File: src/rtl/multi_cycle_control_unit_pkg.sv
// Shared definitions for the multi-cycle RV32I control unit: FSM states,
// opcode constants and datapath select encodings.
package multi_cycle_control_unit_pkg;

  typedef enum logic [2:0] {
    ST_INIT = 3'd0,
    ST_IF   = 3'd1,
    ST_ID   = 3'd2,
    ST_EX   = 3'd3,
    ST_MEM  = 3'd4,
    ST_WB   = 3'd5,
    ST_HALT = 3'd6
  } state_e;

  localparam logic [6:0] OP_ARITHMETIC     = 7'b0110011;
  localparam logic [6:0] OP_ARITHMETIC_IMM = 7'b0010011;
  localparam logic [6:0] OP_LOAD           = 7'b0000011;
  localparam logic [6:0] OP_STORE          = 7'b0100011;
  localparam logic [6:0] OP_BRANCH         = 7'b1100011;
  localparam logic [6:0] OP_JAL            = 7'b1101111;
  localparam logic [6:0] OP_JALR           = 7'b1100111;
  localparam logic [6:0] OP_ECALL          = 7'b1110011;

  localparam logic [1:0] PC_SRC_PLUS4   = 2'b00;
  localparam logic [1:0] PC_SRC_PLUSIMM = 2'b01;
  localparam logic [1:0] PC_SRC_ALU     = 2'b10;

  localparam logic [1:0] WB_SEL_ALU = 2'b00;
  localparam logic [1:0] WB_SEL_MDR = 2'b01;
  localparam logic [1:0] WB_SEL_PC4 = 2'b10;

  localparam logic [1:0] ALU_B_RS2  = 2'b00;
  localparam logic [1:0] ALU_B_IMM  = 2'b01;
  localparam logic [1:0] ALU_B_FOUR = 2'b10;

  localparam logic [1:0] ALU_OP_ADD    = 2'b00;
  localparam logic [1:0] ALU_OP_BRANCH = 2'b01;
  localparam logic [1:0] ALU_OP_FUNCT  = 2'b10;

  // ECALL is handled separately in ID, so it is not part of this set.
  function automatic logic is_exec_opcode(input logic [6:0] op);
    return (op == OP_ARITHMETIC) || (op == OP_ARITHMETIC_IMM) ||
           (op == OP_LOAD) || (op == OP_STORE) || (op == OP_BRANCH) ||
           (op == OP_JAL) || (op == OP_JALR);
  endfunction

endpackage

File: src/rtl/multi_cycle_control_unit_wait_timer.sv
// Memory wait counter: counts cycles spent waiting for mem_ready and flags
// when the configured limit is reached (limit 0 never expires).
module mcu_wait_timer #(
  parameter int unsigned WAIT_CNT_W     = 8,
  parameter int unsigned MEM_WAIT_LIMIT = 0
) (
  input  logic clk,
  input  logic reset_n,
  input  logic clear_i,
  input  logic inc_i,
  output logic expired_o
);

  if (MEM_WAIT_LIMIT >= (64'd1 << WAIT_CNT_W)) begin : g_bad_limit
    $error("MEM_WAIT_LIMIT must be below 2**WAIT_CNT_W");
  end

  logic [WAIT_CNT_W-1:0] cnt_q;
  logic [WAIT_CNT_W-1:0] cnt_d;

  always_comb begin
    cnt_d = cnt_q;
    if (clear_i) begin
      cnt_d = '0;
    end else if (inc_i) begin
      cnt_d = cnt_q + WAIT_CNT_W'(1);
    end
  end

  always_ff @(posedge clk or negedge reset_n) begin
    if (!reset_n) begin
      cnt_q <= '0;
    end else begin
      cnt_q <= cnt_d;
    end
  end

  assign expired_o = (MEM_WAIT_LIMIT != 0) &&
                     (cnt_q == WAIT_CNT_W'(MEM_WAIT_LIMIT));

endmodule

File: src/rtl/multi_cycle_control_unit.sv
// Multi-cycle RV32I control FSM (INIT/IF/ID/EX/MEM/WB/HALT) driving the shared
// memory port and datapath selects. Define MCU_PERF_CNT_EN for cycle/instret counters.
module multi_cycle_control_unit
  import multi_cycle_control_unit_pkg::*;
#(
  parameter int unsigned MEM_WAIT_LIMIT = 0,
  parameter int unsigned WAIT_CNT_W     = 8,
  parameter int unsigned CNT_W          = 32
) (
  input  logic       clk,
  input  logic       reset_n,
  input  logic [6:0] opcode,
  input  logic       bcond,
  input  logic       halt_req,
  input  logic       mem_ready,
  output logic       pc_write,
  output logic [1:0] pc_source,
  output logic       iord,
  output logic       mem_read,
  output logic       mem_write,
  output logic       ir_write,
  output logic       reg_write,
  output logic [1:0] wb_sel,
  output logic       alu_src_a,
  output logic [1:0] alu_src_b,
  output logic [1:0] alu_op,
  output logic       halted,
  output logic       illegal,
  output logic       mem_timeout
`ifdef MCU_PERF_CNT_EN
  ,
  output logic [CNT_W-1:0] cycle_cnt,
  output logic [CNT_W-1:0] instret_cnt
`endif
);

  if (CNT_W < 1) begin : g_bad_cnt_w
    $error("CNT_W must be at least 1");
  end

  state_e state_q, state_d;
  logic   halted_q, mem_timeout_q;
  logic   timeout_evt;
  logic   wait_expired;

  mcu_wait_timer #(
    .WAIT_CNT_W    (WAIT_CNT_W),
    .MEM_WAIT_LIMIT(MEM_WAIT_LIMIT)
  ) u_wait_timer (
    .clk      (clk),
    .reset_n  (reset_n),
    .clear_i  (state_d != state_q),
    .inc_i    (((state_q == ST_IF) || (state_q == ST_MEM)) && !mem_ready),
    .expired_o(wait_expired)
  );

  always_comb begin
    state_d     = state_q;
    timeout_evt = 1'b0;
    pc_write    = 1'b0;
    pc_source   = PC_SRC_PLUS4;
    iord        = 1'b0;
    mem_read    = 1'b0;
    mem_write   = 1'b0;
    ir_write    = 1'b0;
    reg_write   = 1'b0;
    wb_sel      = WB_SEL_ALU;
    alu_src_a   = 1'b0;
    alu_src_b   = ALU_B_RS2;
    alu_op      = ALU_OP_ADD;
    illegal     = 1'b0;

    case (state_q)
      ST_INIT: state_d = ST_IF;

      ST_IF: begin
        // A ready on the limit cycle still completes the fetch.
        if (!mem_ready && wait_expired) begin
          timeout_evt = 1'b1;
          state_d     = ST_HALT;
        end else begin
          mem_read = 1'b1;
          ir_write = mem_ready;
          if (mem_ready) state_d = ST_ID;
        end
      end

      ST_ID: begin
        if (opcode == OP_ECALL) begin
          if (halt_req) begin
            state_d = ST_HALT;
          end else begin
            pc_write = 1'b1;
            state_d  = ST_IF;
          end
        end else if (!is_exec_opcode(opcode)) begin
          illegal  = 1'b1;
          pc_write = 1'b1;
          state_d  = ST_IF;
        end else begin
          state_d = ST_EX;
        end
      end

      ST_EX: begin
        state_d = ST_WB;
        case (opcode)
          OP_ARITHMETIC: begin
            alu_src_a = 1'b1;
            alu_src_b = ALU_B_RS2;
            alu_op    = ALU_OP_FUNCT;
          end
          OP_ARITHMETIC_IMM: begin
            alu_src_a = 1'b1;
            alu_src_b = ALU_B_IMM;
            alu_op    = ALU_OP_FUNCT;
          end
          OP_LOAD, OP_STORE: begin
            alu_src_a = 1'b1;
            alu_src_b = ALU_B_IMM;
            state_d   = ST_MEM;
          end
          OP_JALR: begin
            alu_src_a = 1'b1;
            alu_src_b = ALU_B_IMM;
          end
          OP_JAL: ;
          OP_BRANCH: begin
            alu_src_a = 1'b1;
            alu_src_b = ALU_B_RS2;
            alu_op    = ALU_OP_BRANCH;
            pc_write  = 1'b1;
            pc_source = bcond ? PC_SRC_PLUSIMM : PC_SRC_PLUS4;
            state_d   = ST_IF;
          end
          default: state_d = ST_IF;
        endcase
      end

      ST_MEM: begin
        if (!mem_ready && wait_expired) begin
          timeout_evt = 1'b1;
          state_d     = ST_HALT;
        end else begin
          iord = 1'b1;
          if (opcode == OP_LOAD) begin
            mem_read = 1'b1;
            if (mem_ready) state_d = ST_WB;
          end else if (opcode == OP_STORE) begin
            mem_write = 1'b1;
            if (mem_ready) begin
              pc_write = 1'b1;
              state_d  = ST_IF;
            end
          end else begin
            state_d = ST_IF;
          end
        end
      end

      ST_WB: begin
        reg_write = 1'b1;
        pc_write  = 1'b1;
        state_d   = ST_IF;
        case (opcode)
          OP_LOAD: wb_sel = WB_SEL_MDR;
          OP_JAL: begin
            wb_sel    = WB_SEL_PC4;
            pc_source = PC_SRC_PLUSIMM;
          end
          OP_JALR: begin
            wb_sel    = WB_SEL_PC4;
            pc_source = PC_SRC_ALU;
          end
          default: wb_sel = WB_SEL_ALU;
        endcase
      end

      ST_HALT: state_d = ST_HALT;

      default: state_d = ST_INIT;
    endcase
  end

  always_ff @(posedge clk or negedge reset_n) begin
    if (!reset_n) begin
      state_q       <= ST_INIT;
      halted_q      <= 1'b0;
      mem_timeout_q <= 1'b0;
    end else begin
      state_q       <= state_d;
      halted_q      <= halted_q | (state_d == ST_HALT);
      mem_timeout_q <= mem_timeout_q | timeout_evt;
    end
  end

  assign halted      = halted_q;
  assign mem_timeout = mem_timeout_q;

`ifdef MCU_PERF_CNT_EN
  logic [CNT_W-1:0] cycle_cnt_q, instret_cnt_q;

  always_ff @(posedge clk or negedge reset_n) begin
    if (!reset_n) begin
      cycle_cnt_q   <= '0;
      instret_cnt_q <= '0;
    end else begin
      if ((state_q != ST_INIT) && (state_q != ST_HALT)) begin
        cycle_cnt_q <= cycle_cnt_q + CNT_W'(1);
      end
      if (pc_write && !illegal) begin
        instret_cnt_q <= instret_cnt_q + CNT_W'(1);
      end
    end
  end

  assign cycle_cnt   = cycle_cnt_q;
  assign instret_cnt = instret_cnt_q;
`endif

endmodule

File: config.mk
export PLATFORM = sky130hd
export DESIGN_NAME = multi_cycle_control_unit
export DESIGN_NICKNAME = d
export VERILOG_FILES = /design/src/rtl/multi_cycle_control_unit_pkg.sv /design/src/rtl/multi_cycle_control_unit_wait_timer.sv /design/src/rtl/multi_cycle_control_unit.sv
export SDC_FILE = /design/constraint.sdc
export NUM_CORES = 1
export LEC_CHECK = 0
export CORE_UTILIZATION = 40
export CTS_CLUSTER_DIAMETER = 100
export DETAILED_ROUTE_END_ITERATION = 16
export PLACE_DENSITY = 0.75
export SYNTH_ARGS = -nofsm -noshare
export SYNTH_HDL_FRONTEND = slang
export SYNTH_HIERARCHICAL = 1
export SYNTH_SLANG_ARGS = --single-unit
File: constraint.sdc
create_clock -name clk -period 3.68 [get_ports clk]
set_clock_uncertainty 0.2 [all_clocks]
set_input_delay 0.552 -clock clk [delete_from_list [all_inputs] [get_ports clk]]
set_output_delay 0.552 -clock clk [all_outputs]
set_load 0.005 [all_outputs]
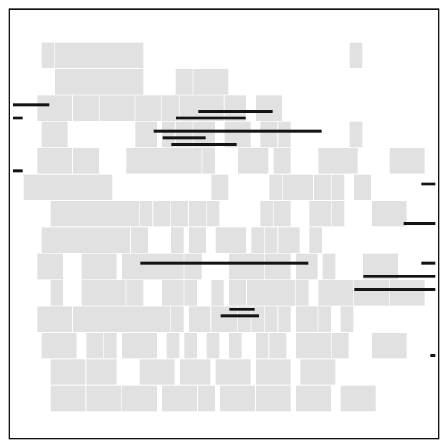
**Above:** run 1 (the metal 3 layer).
Cells faint in the background.
The longest straight run is 17.0 µm. The layer carries 90.4 µm of wire. The layer holds 5.0% of the routed length. The wires run mostly horizontal.
Via Count: 797
Total Wirelength: 1810 µm

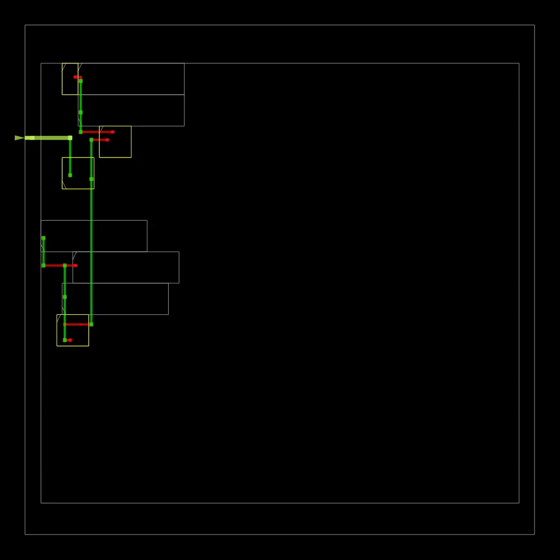
**Above:** run 1 (the clock network).
Clock Power: 0.0589 mW
clock buffers: 4
cts bufs inserted: 3

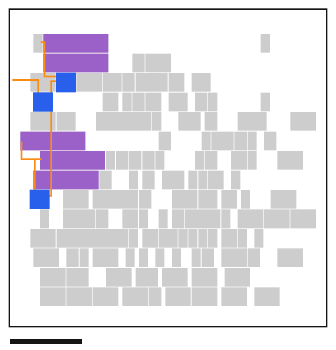
**Above:** run 1 (clock network drawn from the DEF).
Scale bar: 10 µm.
clock wires: marked orange, length 46.4 µm. flip-flops: marked purple, count 5. cells driving clock nets: marked blue, count 3.
There are 4 routed clock nets.
worst skew pair latency: 0.23 ns
clock network power share: 13.5%

==> CHANGELOG.md, run 1 <==
## Implementation

- Status: finished clean
- Comb. pwr: 0.257 mW
- Post-route setup TNS: 0 ns
- CTS sink cnt: 5
- Leakage power: 0.372 nW
- Sequential group power: 0.122 mW
- DR WL/cell: 13.3 µm
- Vias in the first global route: 681
- Placement Setup Slack: 0.300 ns
- Crit-path max cell delay: 0.63 ns
- WS Path Type: in2out
- Maxcap violations: 0
- Fin. max-slew vios: 0
- Via density: 5.86
- Area after DPL: 936 µm²
- Die Y: 44.1 µm
- Post-CTS sizing: 0
- WP data required: 2.93 ns
- Setup bufs post-CTS: 0
- # hold bufs at CTS: 0
- CORE AREA: 1580 µm²
- Reg2Reg Capture Point: state_q[0]
- GRT met3 Usage: 1.63%
- Worst Hold End: halted
- Area Overhead vs Synth: 35.6%
- Routed met2 length: 884 µm
- Die W: 44.1 µm
- Cell area after synthesis: 709 µm²
- Clock buffer depth: 2
- Total gr overflow: 0
- Slew headroom: 66.2%
- Routed Antenna Nets: 0
- Syn Inst Count: 96
- First-pass GRT wire length: 3060 µm
- Worst flop-to-flop path startpoint: state_q[0]
- GRT Overall Usage: 20.2%
- GR Util met1: 30.6%
- WHS Path Cells: 1
- PD cells: 455 nW/µm²
- Flop-to-flop setup slack: 1.82 ns
- Drt drc: 0
- YS warnings: 6
- Crit path cell chain: clkdlybuf4s50_1 -> inv_2 -> or3_1 -> nor2_1 -> a31oi_1 -> nor2_1 -> clkdlybuf4s50_1
- Fp_density: 45.0%
- Ant diodes: 0
- Worst-Margin Slew: 0.502 ns
- TritonCTS clock tree: yes
- Logic pwr share: 58.6%
- Layout cells sized above 1: 11.7%
- Total design power: 0.438 mW
- FP Rows: 14
- Count of tool warnings: 26
- Largest power group: combinational cells
- Switching Power: 0.184 mW
- CP endpoint: alu_src_b[0]
- Sw Ratio: 42.0%
- GR peak layer: met1
- Syn Area/Cell: 7.39 µm²
- Drt initial violations: 32
- Hold Fails Final Rpt: 0
- Worst Hold Launch: halted
- Hold slack final: 0.252 ns
- Syn_nets: 108
- Total internal power: 0.254 mW
- Cells after DPL: 132
- # setup viols final: 0
- RSZ-0062 raised after global routing: false
- WP depth: 7
- Net count reported at finish: 133
- Final Wtd Congestion: 0.837
- Met1 wire length: 835 µm
- CP bufs+invs: 3
- Crit share post-route: 92.4%
- Min setup slack post-route: 0.278 ns
- Fmax: 294 MHz
- CP Launch Type: input pin
- Metal3 WL: 90 µm
- Worst path slowest cell: clkdlybuf4s50_1
- CP startpoint: opcode[6]
- Clock transition at the registers of the reported paths: 0.04 ns
- H-tree depth: 1
- Top Ports: 30
- Worst Hold Class: reg2reg
- Fill cell count: 148
- DP HPWL: 1460 µm
- Routing usage on met2: 29.4%
- Crit path max fanout: 7
- I/O Buffers: 28
- Finished layout cell area: 962 µm²
- Top layer reached by signal wires: met3
- Final core occ: 61.0%
- Max IR drop VDD: 0.360 mV
- CTS root buf: clkbuf_4
- Final std cells w/o fill: 136
- Die area: 1950 µm²
- Crit path DAT: 2.65 ns
- Initial antenna violation count: 0
- Reg power frac: 28.0%
- DR pass1 iterations: 6
- Fin crit period: 3.40 ns
- Family with the most delay on the worst path: buffers and inverters
- Crit. End Element: primary output
- FF-to-FF path depth: 5
- Largest net degree at the start of global routing: 14
## run 1: registers in the layout, summed over array words and instances (netlist names)
| register | flops |
|---|---|
| halted | 1 |
| mem_timeout | 1 |
| state_q | 3 |
## run 1: area by class of cell
class	instances	area [µm²]	share of cell area (%)
multi-input cells	75	480	49.9
inverters	8	30.0	3.12
flip-flops and latches	5	125	13.0
repair buffers	28	280	29.1
well taps	16	20.0	2.08
clock buffers	4	26.3	2.73
## run 1: cell usage in the layout (no fill, tap or decap), types with 3 or more instances in the layout
cell type	count
dfrtp_1	5
inv_1	6
nor3_1	5
nand3_1	5
a311oi_1	3
nor2_1	15
clkbuf_4	3
nand2_1	8
a21oi_1	6
o21ai_0	4
clkdlybuf4s50_1	28
**Run 1: signal metal coverage by tile**

Scale bar: 10 µm. 9 x 9 tiles, from white (low) to dark blue (high), scaled to the fullest tile. Values are wire area over tile area, all layers added.
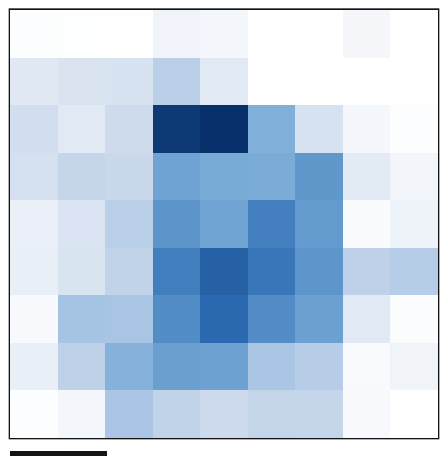

==> run 2: changes to the inputs <==
--- a/config.mk
+++ b/config.mk
@@ -6,6 +6,7 @@
 export NUM_CORES = 1
 export LEC_CHECK = 0
 export CORE_UTILIZATION = 40
+export CTS_BUF_LIST = sky130_fd_sc_hd__clkbuf_16
 export CTS_CLUSTER_DIAMETER = 100
 export DETAILED_ROUTE_END_ITERATION = 16
 export PLACE_DENSITY = 0.75
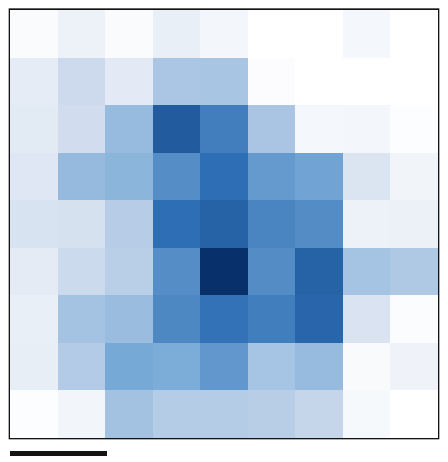
**Above:** run 2 (signal metal coverage by tile).
Scale bar: 10 µm. 9 x 9 tiles, from white (low) to dark blue (high), scaled to the fullest tile. Values are wire area over tile area, all layers added.
14% of the tiles are nearly empty. The emptiest ninth of the die: top right. 25% of the tiles are over half the peak. The fullest tile reaches 0.50.

==> run 2 against run 1 <==
  * Worst hold slack got worse by 0.0024 ns
  * Worst setup slack got worse by 0.017 ns
  * Combinational power rose by 2%
  * Largest power group unchanged
  * Highest routed layer unchanged
==> CHANGELOG.md, run 2 <==
## Implementation

- Status: finished clean
- Post-CTS sizing: 0
- Total gr overflow: 0
- Routed met2 length: 934 µm
- NonClk Buf Share: 27.6%
- Syn Area/Cell: 7.39 µm²
- Fin. max-slew vios: 0
- Sw Ratio: 36.3%
- Total design power: 0.556 mW
- Worst Hold Class: reg2reg
- GR peak layer: met2
- Finished layout cell area: 1010 µm²
- Largest power group: combinational cells
- WS Path Type: in2out
- Hold Fails Final Rpt: 0
- Top Ports: 30
- Fin crit period: 3.42 ns
- YS warnings: 6
- Max-area cell class: combinational gates
- First-pass GRT wire length: 3170 µm
- Setup bufs post-CTS: 0
- Sequential cell area share: 12.3%
- Met1 wire length: 911 µm
- Largest net degree at the start of global routing: 14
- Largest register FFs: 3
- PD cells: 548 nW/µm²
- Worst skew pair latency: 0.22 ns
- Combinational share of cell area: 47.3%
- Crit share post-route: 92.9%
- Die W: 44.1 µm
- Fp_density: 45.0%
- Worst path slowest cell: clkdlybuf4s50_1
- Hold slack final: 0.249 ns
- Area Overhead vs Synth: 43.0%
- Switching Power: 0.202 mW
- Fill cell count: 139
- Clock buffers: 3
- Drt drc: 0
- Comb. pwr: 0.261 mW
- GRT Overall Usage: 21.3%
- Final std cells w/o fill: 136
- Cts bufs inserted: 3
- I/O Buffers: 28
- Crit path cell chain: clkdlybuf4s50_1 -> inv_2 -> or3_1 -> nor2_1 -> a31oi_1 -> nor2_1 -> clkdlybuf4s50_1
- Worst-Margin Slew: 0.500 ns
- Vias in the first global route: 710
- DP HPWL: 1460 µm
- Tapcell Cnt: 16
- Register area: 125 µm²
- Total internal power: 0.354 mW
- Clock network power share: 31.0%
- Most instantiated logic cells after routing: 28 x clkdlybuf4s50_1, 15 x nor2_1, 8 x nand2_1, 7 x inv_1, 6 x a21oi_1
- Cell area after synthesis: 709 µm²
- Fmax: 293 MHz
- CORE AREA: 1580 µm²
- Maxcap violations: 0
- Drt initial violations: 24
- FP Rows: 14
- Net count reported at finish: 133
- TritonCTS clock tree: yes
- CTS sink cnt: 5
- Family with the most delay on the worst path: buffers and inverters
- Logic pwr share: 47.0%
- CTS root buf: clkbuf_16
- Crit path DAT: 2.67 ns
- Syn_nets: 108
- Layout cells sized above 1: 11.7%
- Die Y: 44.1 µm
- Max IR drop VDD: 0.449 mV
- Clock buffer depth: 2
- Mi-comb count: 75
- Count of tool warnings: 26
- Syn Inst Count: 96
- Reg power frac: 22.0%
- Via Count: 784
- CP Launch Type: input pin
- RSZ-0062 raised after global routing: false
- WP data required: 2.93 ns
- Clk tree area frac: 7.77%
- Final Wtd Congestion: 0.837
- GRT met3 Usage: 1.63%
- Via density: 5.76
- Seq cells: 5
- DR pass1 iterations: 6
- Non-clk bufs: 28
- Routed Antenna Nets: 0
- Most frequent logic cell in the layout: clkdlybuf4s50_1
- Die area: 1950 µm²
- # hold bufs at CTS: 0
- Crit-path max cell delay: 0.63 ns
- Crit path max fanout: 7
- Post-route setup TNS: 0 ns
- CP bufs+invs: 3
- Sequential group power: 0.122 mW
- Clock transition at the registers of the reported paths: 0.03 ns
- Clock Power: 0.172 mW
- Crit. End Element: primary output
- Logic inverters: 8
- Initial antenna violation count: 0
- H-tree depth: 1
- Top reg by flops: state_q
- GR Util met1: 30.6%
- Multi-input gate area: 480 µm²
- # setup viols final: 0
- Ant diodes: 0
- Cells after DPL: 132
- Total Wirelength: 1910 µm
- Metal3 WL: 66 µm
- Routing usage on met2: 32.6%
- Slew headroom: 66.3%
- Area after DPL: 936 µm²
- DR WL/cell: 14.1 µm
- Leakage power: 0.399 nW
- Top layer reached by signal wires: met3
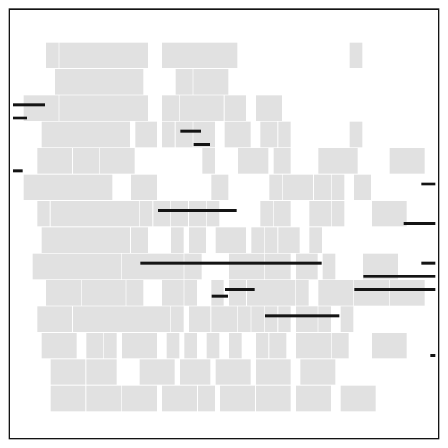
**Above:** run 2 (the metal 3 layer).
Cells faint in the background.
The longest straight run is 18.4 µm. 16 nets have wire on it.

run 2: path summary, 6_finish.rpt:
kind / cells past startpoint / start / slack (ns) / end
setup / recovery: 7 / opcode[6] / 0.26 / alu_src_b[0]
hold / removal: 1 / halted / 0.25 / halted
setup reg to reg: 5 / state_q[0] / 1.83 / state_q[0]
hold reg to reg: 1 / halted / 0.25 / halted
max in group asynchronous: 1 / reset_n / 2.75 / state_q[0]
min in group asynchronous: 1 / reset_n / 0.35 / halted
run 2: per-stage QoR:
| stage | util (%) | setup WS (ns) |
|---|---|---|
| 4_1_cts | 64.4 | 0.284 |
| 3_3_place_gp | 59.4 | 0.278 |
| 3_5_place_dp | 59.4 | 0.300 |
| 6_report | 64.4 | 0.262 |
| 5_1_grt | 64.4 | 0.208 |
| 2_1_floorplan | - | 1.45 |
**Run 2: clock network drawn from the DEF**

Scale bar: 10 µm.
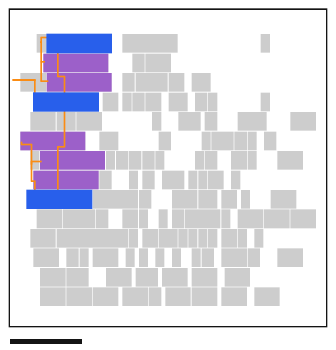

==> run 3: changes to the inputs <==
--- a/config.mk
+++ b/config.mk
@@ -5,12 +5,12 @@
 export SDC_FILE = /design/constraint.sdc
 export NUM_CORES = 1
 export LEC_CHECK = 0
-export CORE_UTILIZATION = 40
+export CORE_AREA = 2 2 39 41
 export CTS_BUF_LIST = sky130_fd_sc_hd__clkbuf_16
 export CTS_CLUSTER_DIAMETER = 100
 export DETAILED_ROUTE_END_ITERATION = 16
-export PLACE_DENSITY = 0.75
+export DIE_AREA = 0 0 41 43
+export PLACE_DENSITY = 0.79
 export SYNTH_ARGS = -nofsm -noshare
 export SYNTH_HDL_FRONTEND = slang
-export SYNTH_HIERARCHICAL = 1
 export SYNTH_SLANG_ARGS = --single-unit
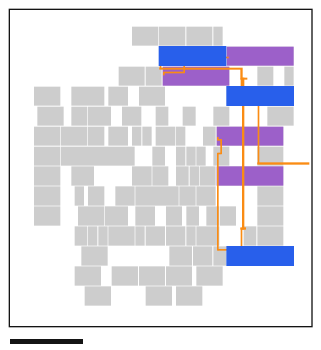
**Above:** run 3 (clock network drawn from the DEF).
Scale bar: 10 µm.
flip-flops: marked purple, count 4. clock wires: marked orange, length 98.5 µm. cells driving clock nets: marked blue, count 3.
There are 4 routed clock nets.
Clock Power: 0.170 mW
clock network power share: 60.6%

==> run 3 against run 2 <==
  * Design area down 17%
  * Clock power about the same
  * Global-route usage down 3.8 points
  * Sequential power down 56%
  * Largest cell class unchanged
==> CHANGELOG.md, run 3 <==
## Implementation

- Crit. End Element: primary output
- GRT Overall Usage: 17.4%
- Most instantiated logic cells after routing: 27 x clkdlybuf4s50_1, 6 x nor2_1, 4 x dfrtp_1
- Post-CTS sizing: 0
- Count of tool warnings: 26
- Total design power: 0.281 mW
- Largest register FFs: 3
- Routed Antenna Nets: 0
- # setup viols final: 0
- Largest power group: clock
- Post-route setup TNS: 0 ns
- Status: finished clean
- Fmax: 303 MHz
- Crit path cell chain: clkdlybuf4s50_1 -> nand4bb_4 -> nor3_4 -> or3b_1 -> a21oi_1 -> clkdlybuf4s50_1
- GRT met3 Usage: 3.14%
- CP Launch Type: input pin
- Cells after DPL: 104
- TritonCTS clock tree: yes
- Hold Fails Final Rpt: 0
- Placement Setup Slack: 0.388 ns
- Drt drc: 0
- Dominant cell area share: 20.7%
- Total internal power: 0.220 mW
- Yosys xor share: 0%
- Area after DPL: 771 µm²
- Largest net degree at the start of global routing: 9
- Crit path DAT: 2.55 ns
- Fp_density: 35.0%
- Synth flops: 4
- DR pass1 iterations: 4
- Fraction of registers with async set/reset: 100%
- Top reg by flops: state_q
- Final std cells w/o fill: 107
- # hold bufs at CTS: 0
- Max IR drop VDD: 0.142 mV
- GR Util met1: 19.5%
- Final Wtd Congestion: 0.870
- Via Count: 573
- CORE AREA: 1380 µm²
- Drt initial violations: 12
- Vias in the first global route: 540
- Initial antenna violation count: 0
- Synth mux share: 0%
- Area Overhead vs Synth: 74.7%
- Main synth FF type: dfrtp_1
- Top layer reached by signal wires: met4
- Crit path max fanout: 6
- Setup bufs post-CTS: 0
- Crit-path max cell delay: 0.51 ns
- Syn Area/Cell: 7.94 µm²
- Layout cells sized above 1: 13.2%
- Net count reported at finish: 105
- Cts bufs inserted: 3
- CTS sink cnt: 4
- Syn Inst Count: 61
- Fin. max-slew vios: 0
- CP bufs+invs: 2
- Ant diodes: 0
- Finished layout cell area: 846 µm²
- First-pass GRT wire length: 2090 µm
- FP Rows: 14
- Sequential group power: 0.0542 mW
- Met1 wire length: 551 µm
- Die area: 1760 µm²
- Routing usage on met2: 28.7%
- Simple share: 52.7%
- Total gr overflow: 0
- Via density: 5.36
- Maxcap violations: 0
- Total Wirelength: 1330 µm
- Min setup slack post-route: 0.381 ns
- Metal3 WL: 79 µm
- WP data required: 2.93 ns
- Family with the most delay on the worst path: buffers and inverters
- Crit share post-route: 89.6%
- Leakage power: 0.339 nW
- CTS root buf: clkbuf_16
- Reg power frac: 19.3%
- Flop-to-flop setup slack: 2.24 ns
- Die Y: 43 µm
- YS warnings: 0
- Hold slack final: 0.280 ns
- DR WL/cell: 12.4 µm
- I/O Buffers: 27
- Worst skew pair latency: 0.23 ns
- Clock transition at the registers of the reported paths: 0.03 ns
- Routed met2 length: 675 µm
- PD cells: 332 nW/µm²
- Switching Power: 0.0609 mW
- Cell area after synthesis: 484 µm²
- Fin crit period: 3.30 ns
- Logic pwr share: 20.1%
- Comb. pwr: 0.0564 mW
- Multi-input gate area: 362 µm²
- Fill cell count: 130
- RSZ-0062 raised after global routing: false
- GR peak layer: met2
- Die W: 41 µm
- Register area: 100 µm²
- DP HPWL: 1080 µm
- H-tree depth: 1
- Final core occ: 61.1%
- WS Path Type: in2out
- Worst path slowest cell: clkdlybuf4s50_1
- Sw Ratio: 21.7%
- Clock buffer depth: 2
- Most frequent logic cell in the layout: clkdlybuf4s50_1
- Worst Hold Class: reg2reg
- Top Ports: 30
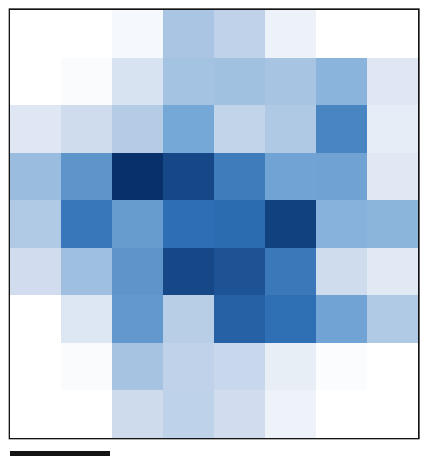
**Above:** run 3 (signal metal coverage by tile).
Scale bar: 10 µm. 8 x 9 tiles, from white (low) to dark blue (high), scaled to the fullest tile. Values are wire area over tile area, all layers added.
The mean over all tiles is 0.12. 18% of the tiles are nearly empty. 29% of the tiles are over half the peak. The densest ninth of the die: middle. The fullest tile reaches 0.36. The emptiest ninth of the die: top left.

==> run 3: final cells by class <==
cell class	instances	area share, %
well taps	16	2.37
repair buffers	28	32.8
flip-flops and latches	4	11.8
inverters	3	1.33
clock buffers	3	8.88
multi-input cells	53	42.8
==> run 3: path summary, 6_finish.rpt <==
check | startpoint | to | depth (start not counted)
min | halted | halted | 1
min in group asynchronous | reset_n | halted | 1
max reg2reg | state_q[2] | state_q[0] | 4
max in group asynchronous | reset_n | state_q[0] | 1
min reg2reg | halted | halted | 1
max | opcode[3] | mem_read | 6
==> run 3: cells by family after synthesis <==
group                  after synthesis
AND/OR/NAND/NOR                     37
AND-OR/OR-AND                       14
flip-flops                           4
buffers and inverters                5
other                                1
Power and IR drop assume default switching activity.
